### src/rtl/hazard_pkg.sv
// Shared types for the hazard scoreboard: producer kinds, bypass-source
// selects and the kind-to-writeback-latency mapping.
package hazard_pkg;

    typedef enum logic [1:0] {
        KIND_ALU  = 2'd0,
        KIND_LOAD = 2'd1,
        KIND_MUL  = 2'd2,
        KIND_RSV  = 2'd3
    } kind_e;

    typedef enum logic [2:0] {
        BYP_NONE = 3'd0,
        BYP_EXE  = 3'd1,
        BYP_MEM  = 3'd2,
        BYP_MUL5 = 3'd3,
        BYP_WB   = 3'd4
    } byp_e;

    localparam int unsigned AGE_W   = 3;
    localparam int unsigned RES_W   = 6;
    localparam int unsigned ALU_LAT = 3;

    // Age at which a producer sits in W; the multiplier adds one W stage after M5.
    function automatic logic [AGE_W-1:0] wb_lat(input kind_e k, input int unsigned mul_lat);
        return (k == KIND_MUL) ? 3'(mul_lat + 1) : 3'(ALU_LAT);
    endfunction

    // Encoding 3 is an undefined kind and behaves as a plain ALU producer.
    function automatic kind_e norm_kind(input logic [1:0] k);
        case (k)
            2'd1:    return KIND_LOAD;
            2'd2:    return KIND_MUL;
            default: return KIND_ALU;
        endcase
    endfunction

endpackage

### src/rtl/hazard_sb_entry.sv
// One architectural register's in-flight producer: valid/kind/age tracking
// plus the bypass source (or RAW stall) a reader of this register would get.
module hazard_sb_entry
    import hazard_pkg::*;
#(
    parameter int unsigned MUL_LAT = 5
) (
    input  logic       clk_i,
    input  logic       rst_i,
    input  logic       frz_i,
    input  logic       alloc_i,
    input  kind_e      kind_i,
    input  logic       tl_hit_i,
    output logic       valid_o,
    output logic [2:0] rem_o,
    output byp_e       byp_o,
    output logic       raw_o
);

    localparam logic [2:0] MUL_AGE = 3'(MUL_LAT);

    logic       valid_q, valid_d;
    kind_e      kind_q, kind_d;
    logic [2:0] age_q, age_d;
    logic [2:0] lat;

    assign lat = wb_lat(kind_q, MUL_LAT);

    // A new allocation overrides retirement of the previous occupant.
    always_comb begin
        valid_d = valid_q;
        kind_d  = kind_q;
        age_d   = age_q;
        if (alloc_i) begin
            valid_d = 1'b1;
            kind_d  = kind_i;
            age_d   = 3'd1;
        end else if (!frz_i && valid_q) begin
            if (age_q >= lat) begin
                valid_d = 1'b0;
            end else begin
                age_d = age_q + 3'd1;
            end
        end
    end

    always_ff @(posedge clk_i) begin
        if (rst_i) begin
            valid_q <= 1'b0;
            kind_q  <= KIND_ALU;
            age_q   <= 3'd0;
        end else begin
            valid_q <= valid_d;
            kind_q  <= kind_d;
            age_q   <= age_d;
        end
    end

    always_comb begin
        byp_o = BYP_NONE;
        raw_o = 1'b0;
        if (valid_q) begin
            case (kind_q)
                KIND_LOAD: begin
                    if (age_q == 3'd1) begin
                        raw_o = 1'b1;
                    end else if (age_q == 3'd2) begin
                        if (tl_hit_i) byp_o = BYP_MEM;
                        else          raw_o = 1'b1;
                    end else begin
                        byp_o = BYP_WB;
                    end
                end
                KIND_MUL: begin
                    if (age_q < MUL_AGE)       raw_o = 1'b1;
                    else if (age_q == MUL_AGE) byp_o = BYP_MUL5;
                    else                       byp_o = BYP_WB;
                end
                default: begin
                    if (age_q == 3'd1)      byp_o = BYP_EXE;
                    else if (age_q == 3'd2) byp_o = BYP_MEM;
                    else                    byp_o = BYP_WB;
                end
            endcase
        end
    end

    assign valid_o = valid_q;
    assign rem_o   = lat - age_q;

endmodule

### src/rtl/hazard_scoreboard.sv
// Decode-side hazard scoreboard: bypass selects, RAW/WAW/writeback-port stalls.
// Optional stall statistics counters are built when HAZARD_SB_STATS_EN is defined.
module hazard_scoreboard
    import hazard_pkg::*;
#(
    parameter int unsigned NREG    = 32,
    parameter int unsigned MUL_LAT = 5
) (
    input  logic        clk_i,
    input  logic        rst_i,
    input  logic        dec_valid_i,
    input  logic [1:0]  dec_kind_i,
    input  logic        dec_wr_en_i,
    input  logic [4:0]  dec_rd_i,
    input  logic [4:0]  dec_rs1_i,
    input  logic [4:0]  dec_rs2_i,
    input  logic        dec_rs1_used_i,
    input  logic        dec_rs2_used_i,
    input  logic        tl_hit_i,
    input  logic        mem_stall_i,
    output logic        stall_o,
    output logic [2:0]  byp_sel_a_o,
    output logic [2:0]  byp_sel_b_o
`ifdef HAZARD_SB_STATS_EN
    ,
    output logic [31:0] raw_stall_cnt_o,
    output logic [31:0] res_stall_cnt_o
`endif
);

    kind_e            kind_n;
    logic [2:0]       lat_new;
    logic             ent_valid [NREG];
    logic [2:0]       ent_rem   [NREG];
    byp_e             ent_byp   [NREG];
    logic             ent_raw   [NREG];
    logic [NREG-1:0]  alloc;

    logic [RES_W-1:0] res_q, res_d;
    logic [RES_W:0]   res_ext;

    byp_e sel_a, sel_b;
    logic raw_a, raw_b, raw, waw, res_hit, wr, issue;

    assign kind_n  = norm_kind(dec_kind_i);
    assign lat_new = wb_lat(kind_n, MUL_LAT);

    // x0 is hardwired: never valid, never a bypass source.
    assign ent_valid[0] = 1'b0;
    assign ent_rem[0]   = 3'd0;
    assign ent_byp[0]   = BYP_NONE;
    assign ent_raw[0]   = 1'b0;

    for (genvar r = 1; r < NREG; r++) begin : g_ent
        hazard_sb_entry #(.MUL_LAT(MUL_LAT)) u_ent (
            .clk_i    (clk_i),
            .rst_i    (rst_i),
            .frz_i    (mem_stall_i),
            .alloc_i  (alloc[r]),
            .kind_i   (kind_n),
            .tl_hit_i (tl_hit_i),
            .valid_o  (ent_valid[r]),
            .rem_o    (ent_rem[r]),
            .byp_o    (ent_byp[r]),
            .raw_o    (ent_raw[r])
        );
    end

    always_comb begin
        sel_a = BYP_NONE;
        raw_a = 1'b0;
        sel_b = BYP_NONE;
        raw_b = 1'b0;
        if (dec_rs1_used_i && dec_rs1_i != 5'd0) begin
            sel_a = ent_byp[dec_rs1_i];
            raw_a = ent_raw[dec_rs1_i];
        end
        if (dec_rs2_used_i && dec_rs2_i != 5'd0) begin
            sel_b = ent_byp[dec_rs2_i];
            raw_b = ent_raw[dec_rs2_i];
        end
    end

    // res bit k: the single W port is already claimed k cycles from now.
    assign res_ext = {1'b0, res_q};
    assign wr      = dec_wr_en_i && (dec_rd_i != 5'd0);
    assign raw     = raw_a || raw_b;
    assign waw     = wr && ent_valid[dec_rd_i] && (ent_rem[dec_rd_i] >= lat_new);
    assign res_hit = wr && res_ext[lat_new];

    assign stall_o     = mem_stall_i || (dec_valid_i && (raw || waw || res_hit));
    assign issue       = dec_valid_i && !stall_o && wr;
    assign byp_sel_a_o = sel_a;
    assign byp_sel_b_o = sel_b;

    always_comb begin
        alloc = '0;
        if (issue) alloc[dec_rd_i] = 1'b1;
    end

    // Claim is recorded one slot lower because the vector also shifts on this edge.
    always_comb begin
        res_d = res_q;
        if (!mem_stall_i) begin
            res_d = {1'b0, res_q[RES_W-1:1]};
            if (issue) res_d = res_d | (6'd1 << (lat_new - 3'd1));
        end
    end

    always_ff @(posedge clk_i) begin
        if (rst_i) res_q <= '0;
        else       res_q <= res_d;
    end

`ifdef HAZARD_SB_STATS_EN
    logic [31:0] raw_cnt_q, res_cnt_q;

    always_ff @(posedge clk_i) begin
        if (rst_i) begin
            raw_cnt_q <= 32'd0;
            res_cnt_q <= 32'd0;
        end else if (!mem_stall_i && dec_valid_i) begin
            if (raw)                        raw_cnt_q <= raw_cnt_q + 32'd1;
            if (!raw && (waw || res_hit))   res_cnt_q <= res_cnt_q + 32'd1;
        end
    end

    assign raw_stall_cnt_o = raw_cnt_q;
    assign res_stall_cnt_o = res_cnt_q;
`endif

endmodule

### config.mk
export PLATFORM = sky130hd
export DESIGN_NAME = hazard_scoreboard
export DESIGN_NICKNAME = d
export VERILOG_FILES = /design/src/rtl/hazard_pkg.sv /design/src/rtl/hazard_sb_entry.sv /design/src/rtl/hazard_scoreboard.sv
export SDC_FILE = /design/constraint.sdc
export NUM_CORES = 1
export LEC_CHECK = 0
export ABC_AREA = 1
export CAP_MARGIN = 25
export CELL_PAD_IN_SITES_DETAIL_PLACEMENT = 0
export CELL_PAD_IN_SITES_GLOBAL_PLACEMENT = 1
export CORE_MARGIN = 2
export CORE_UTILIZATION = 42
export CTS_CLUSTER_SIZE = 28
export DETAILED_ROUTE_END_ITERATION = 10
export PLACE_DENSITY = 0.88
export SYNTH_ARGS = -nofsm -noshare
export SYNTH_HDL_FRONTEND = slang
export SYNTH_SLANG_ARGS = --single-unit
### constraint.sdc
create_clock -name clk_i -period 4.3 [get_ports clk_i]
set_input_delay 0.86 -clock clk_i [delete_from_list [all_inputs] [get_ports clk_i]]
set_output_delay 0.86 -clock clk_i [all_outputs]
set_load 0.03 [all_outputs]
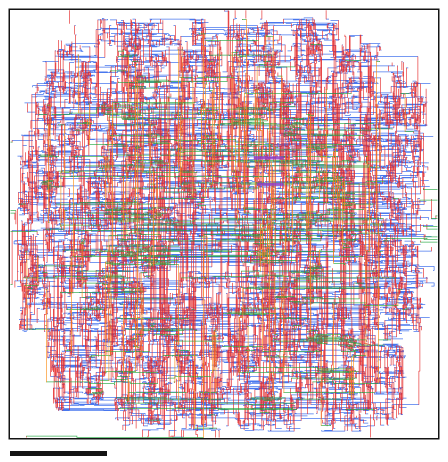
layers.png
The bar under the picture is 50 um long.
| colour | layer | wire length |
|---|---|---|
| purple | M5 | 25.8 um |
| red | M2 | 36.1 mm |
| blue | M1 | 33.6 mm |
| orange | M4 | 4,470 um |
| green | M3 | 7,400 um |
drt wl/cell: 20.4 um
via count: 22,600
drt total wl: 81.6 mm

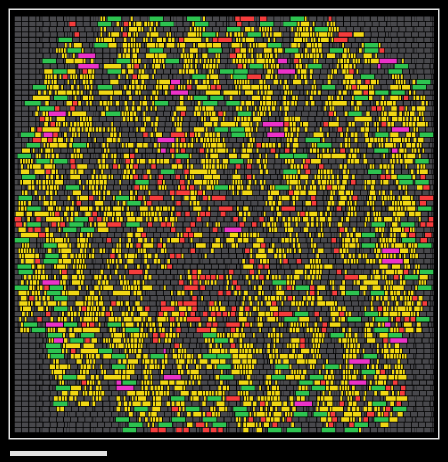
class_map.png
The bar under the picture is 50 um long. Fill, decap, tap and diode cells in grey.
| colour | class | cells | share of their area |
|---|---|---|---|
| green | registers | 189 | 17% |
| yellow | remaining logic cells | 2,875 | 69% |
| magenta | clock drivers and dummy loads | 31 | 2.8% |
| red | remaining buffers and delay cells | 298 | 11% |
register fraction of the total cell area: 16.1%
Placeable Area: 46,500 sq um

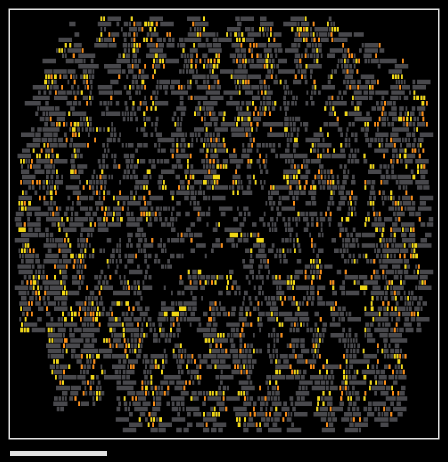
gates.png
The bar under the picture is 50 um long.
| colour | family | cells | where |
|---|---|---|---|
| yellow | nor cells | 518 | all over the die |
| orange | inv cells | 442 | all over the die |
final non-filler cell total: 4,001
logic share of the area: 60.0%

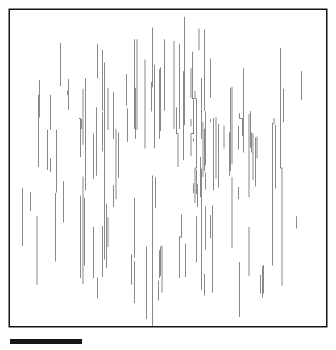
m4.png
The bar under the picture is 50 um long.
nets with wire on the layer: 92
wire length on this layer: 4,470 um

==> impl_metrics.py <==
# Metrics from the implementation run
metrics = {
    "timing": {
        "worst_pin_slew_ns": 0.750,
        "finClkSkew_ns": 0.0170,
        "finalHoldViolCount": 0,
        "fmax_mhz": 215,
        "period_needed_ns": 4.64,
        "finalMaxSlewViolations": 0,
        "setup_violations": 1,
        "max-slew-margin-rel_pct": 50.0,
        "min_period_over_period_pct": 108,
        "setup_ws_ns": -0.343,
        "fin_setup_tns_ns": -0.343,
        "rsz0062_at_grt": "yes",
    },
    "clock_network": {
        "ctsLongestPathBuffers": 2,
        "cts_tree": "built",
        "ctsResizeCount": 89,
        "numCtsBuffers": 17,
        "postCtsSetupRepairBufs": 3,
        "worstSkewPairLatency_ns": 0.52,
        "clock-sinks": 189,
        "h-tree-depth": 4,
        "clkTransAtPathRegs_ns": 0.08,
        "hold_buffers": 0,
        "cts-root-buf": "clkbuf_16",
    },
    "worst_setup_path": {
        "max_stage_delay_ns": 0.31,
        "critPathMaxFanout": 12,
        "required_ns": 3.44,
        "regToRegSetupSlack_ns": 0.21,
        "rr_startpoint": "g_ent[23].u_ent.kind_q[0]$_SDFFE_PP0P_",
        "end_kind": "output pin",
        "cp_data_arrival_time_ns": 3.78,
        "slowest_stage": "a311oi_4",
        "crit_chain": "clkdlybuf4s15_2, buf_4, nor2_4, buf_12, buf_4, nand2_1, o22ai_2, a311oi_4, o22ai_2, nor4_2, ha_1, a21boi_1, nand3_1, or2_1, o21bai_1, a21oi_2, nand3_2, a21oi_4, inv_2, buf_6",
        "start_kind": "input pin",
        "worstReg2RegEnd": "g_ent[29].u_ent.age_q[0]$_SDFFE_PP0P_",
        "reg2regPathDepth": 24,
        "crit_type": "in2out",
    },
    "power": {
        "combPwrFrac_pct": 18.0,
        "largestPowerGroup": "clock",
        "p_seq_uw": 1760,
        "p_int_uw": 3040,
        "power.leakage_uw": 0.0103,
        "net-switching-power_uw": 1330,
        "p_clk_uw": 1830,
        "seqPwrFrac_pct": 40.1,
        "p_per_area_nw_per_um2": 185,
        "switching_share_pct": 30.5,
        "power_frac_clock_pct": 41.9,
        "ir_worst_vdd_mv": 0.270,
        "comb-power_uw": 787,
    },
    "finish": {
        "clkCellAreaFrac_pct": 2.71,
        "inverters": 442,
        "nets": 3626,
        "lay_top_cells": "nand2_1 (598), nor2_1 (437), inv_1 (418)",
        "register_area_sq_um": 3810,
        "clkbuf_count": 22,
        "comb_area_sq_um": 14200,
        "final_cell_area_sq_um": 23700,
        "final-nonclk-buf-share_pct": 10.9,
        "n_all_buffers": 298,
        "seq_cell_count": 189,
        "largest_reg_flops": 93,
        "drive_gt1_share_pct": 13.5,
        "num-fill-cells": 4713,
        "regMostFlops": "g_ent.u_ent.age_q",
        "insertedDiodeCount": 1,
        "syn_to_final_growth_pct": 19.9,
        "largestClassByArea": "combinational gates",
        "comb.multi_input.count": 2433,
        "final_common_cell": "nand2_1",
    },
    "outcome": {
        "violations": "negative setup slack",
        "status": "finished, violations left",
    },
    "detailed_routing": {
        "via_per_inst": 5.66,
        "drc_errors": 0,
        "ant_nets": 0,
        "firstDrtPassIters": 5,
        "drt_iter0_markers": 2234,
    },
    "synthesis": {
        "top_area_share_pct": 19.2,
        "ff_type": "dfxtp_1",
        "syn-instance-count": 3187,
        "seq_area_frac_synth_pct": 19.2,
        "ys.flops": 189,
        "synth_top_cell_by_count": "nand2_1",
        "ys_warn_count": 0,
        "yosysUniqueCellTypes": 54,
        "synth-edff-count": 0,
        "fp_nets": 3432,
        "synth_chip_area_sq_um": 19700,
        "synthArstFlopShare_pct": 0,
        "yosys-stat-cells": 3187,
        "syn_area_sq_um": 19700,
        "synthTopCellsByCount": "nand2_1 (604), nor2_1 (452), inv_1 (434)",
        "synthTopCellsByArea": "dfxtp_1 (19%), ha_1 (14%), nand2_1 (11%)",
        "synth_area_leader_cell": "dfxtp_1",
    },
    "die": {
        "ios": 32,
        "n_tap_cell": 607,
        "rows": 79,
        "die_y_um": 221,
        "die_w_um": 221,
        "initial_core_util_pct": 42.5,
        "die_area_sq_um": 48700,
    },
    "global_routing": {
        "grt_antenna_before_repair": 3,
        "grt_start_max_net_pins": 50,
        "grt_pass1_wl_mm": 124,
        "overflow": 0,
        "track_usage_pct": 33.6,
        "grt_pass1_vias": 21500,
    },
    "placed_design": {
        "io_buffers": 31,
        "dpl_cell_area_sq_um": 22500,
        "gp_congestion": 1.03,
        "hpwlAfterDp_mm": 62.8,
    },
    "min_path": {
        "hold_path_end": "res_q[5]$_SDFFE_PP0N_",
        "hold_path.class": "reg2reg",
        "min_from": "res_q[5]$_SDFFE_PP0N_",
        "holdPathStages": 2,
    },
    "job": {
        "maxCapViolations": 0,
        "warnings": 151,
    },
}
[kinds of logic (layout without fill, tap and decap cells)]
| logic type | Yosys count | count (layout) | synth area share (%) |
|---|---|---|---|
| AND-OR/OR-AND | 591 | 591 | 17.1 |
| XOR/XNOR | 111 | 111 | 4.93 |
| adder cells (fa/ha/maj) | 220 | 220 | 13.9 |
| buffers and inverters | 565 | 771 | 11.1 |
| flip-flops | 189 | 189 | 19.2 |
| other | 0 | 1 | 0 |
| AND/OR/NAND/NOR | 1511 | 1511 | 33.7 |
[worst max-delay path by stage]
stage	startpoint	end	slack, ns	depth (start not counted)
floorplan	dec_rd_i[0]	stall_o	0.02	18
global route	g_ent[23].u_ent.kind_q[0]$_SDFFE_PP0P_	stall_o	-0.52	19
finish	dec_rd_i[1]	stall_o	-0.34	20
detailed placement	dec_rd_i[0]	stall_o	-0.81	20
global placement	dec_rd_i[0]	stall_o	-0.77	20
CTS	g_ent[16].u_ent.kind_q[0]$_SDFFE_PP0P_	stall_o	-0.34	22
[routing by layer]
layer / share of wire [%] / wire, um / GRT usage [%]
met2: 44 / 36100 / 54.0
met5: 0.031 / 25 / 0
met4: 5.5 / 4470 / 17.5
met1: 41 / 33600 / 42.5
met3: 9.1 / 7400 / 6.82
[through the flow]
step	utilization, %	power, uW	cells	setup slack (ns)	hold slack [ns]
2_1_floorplan	-	2150	3187	0.0161	0.433
3_3_place_gp	48.5	2540	3962	-0.773	0.441
3_5_place_dp	48.5	2540	3962	-0.814	0.454
4_1_cts	50.3	4390	3996	-0.344	0.465
5_1_grt	50.9	4500	4000	-0.524	0.481
6_report	50.9	4380	4001	-0.343	0.465
[worst max-delay path, delay by kind of cell]
family / cells / cell delay, ns
simple gates: 6 / 0.68
buf+inv: 6 / 0.88
fa+ha+maj: 1 / 0.26
compound gates: 7 / 1.10
Power is estimated from default activity; no workload was simulated.
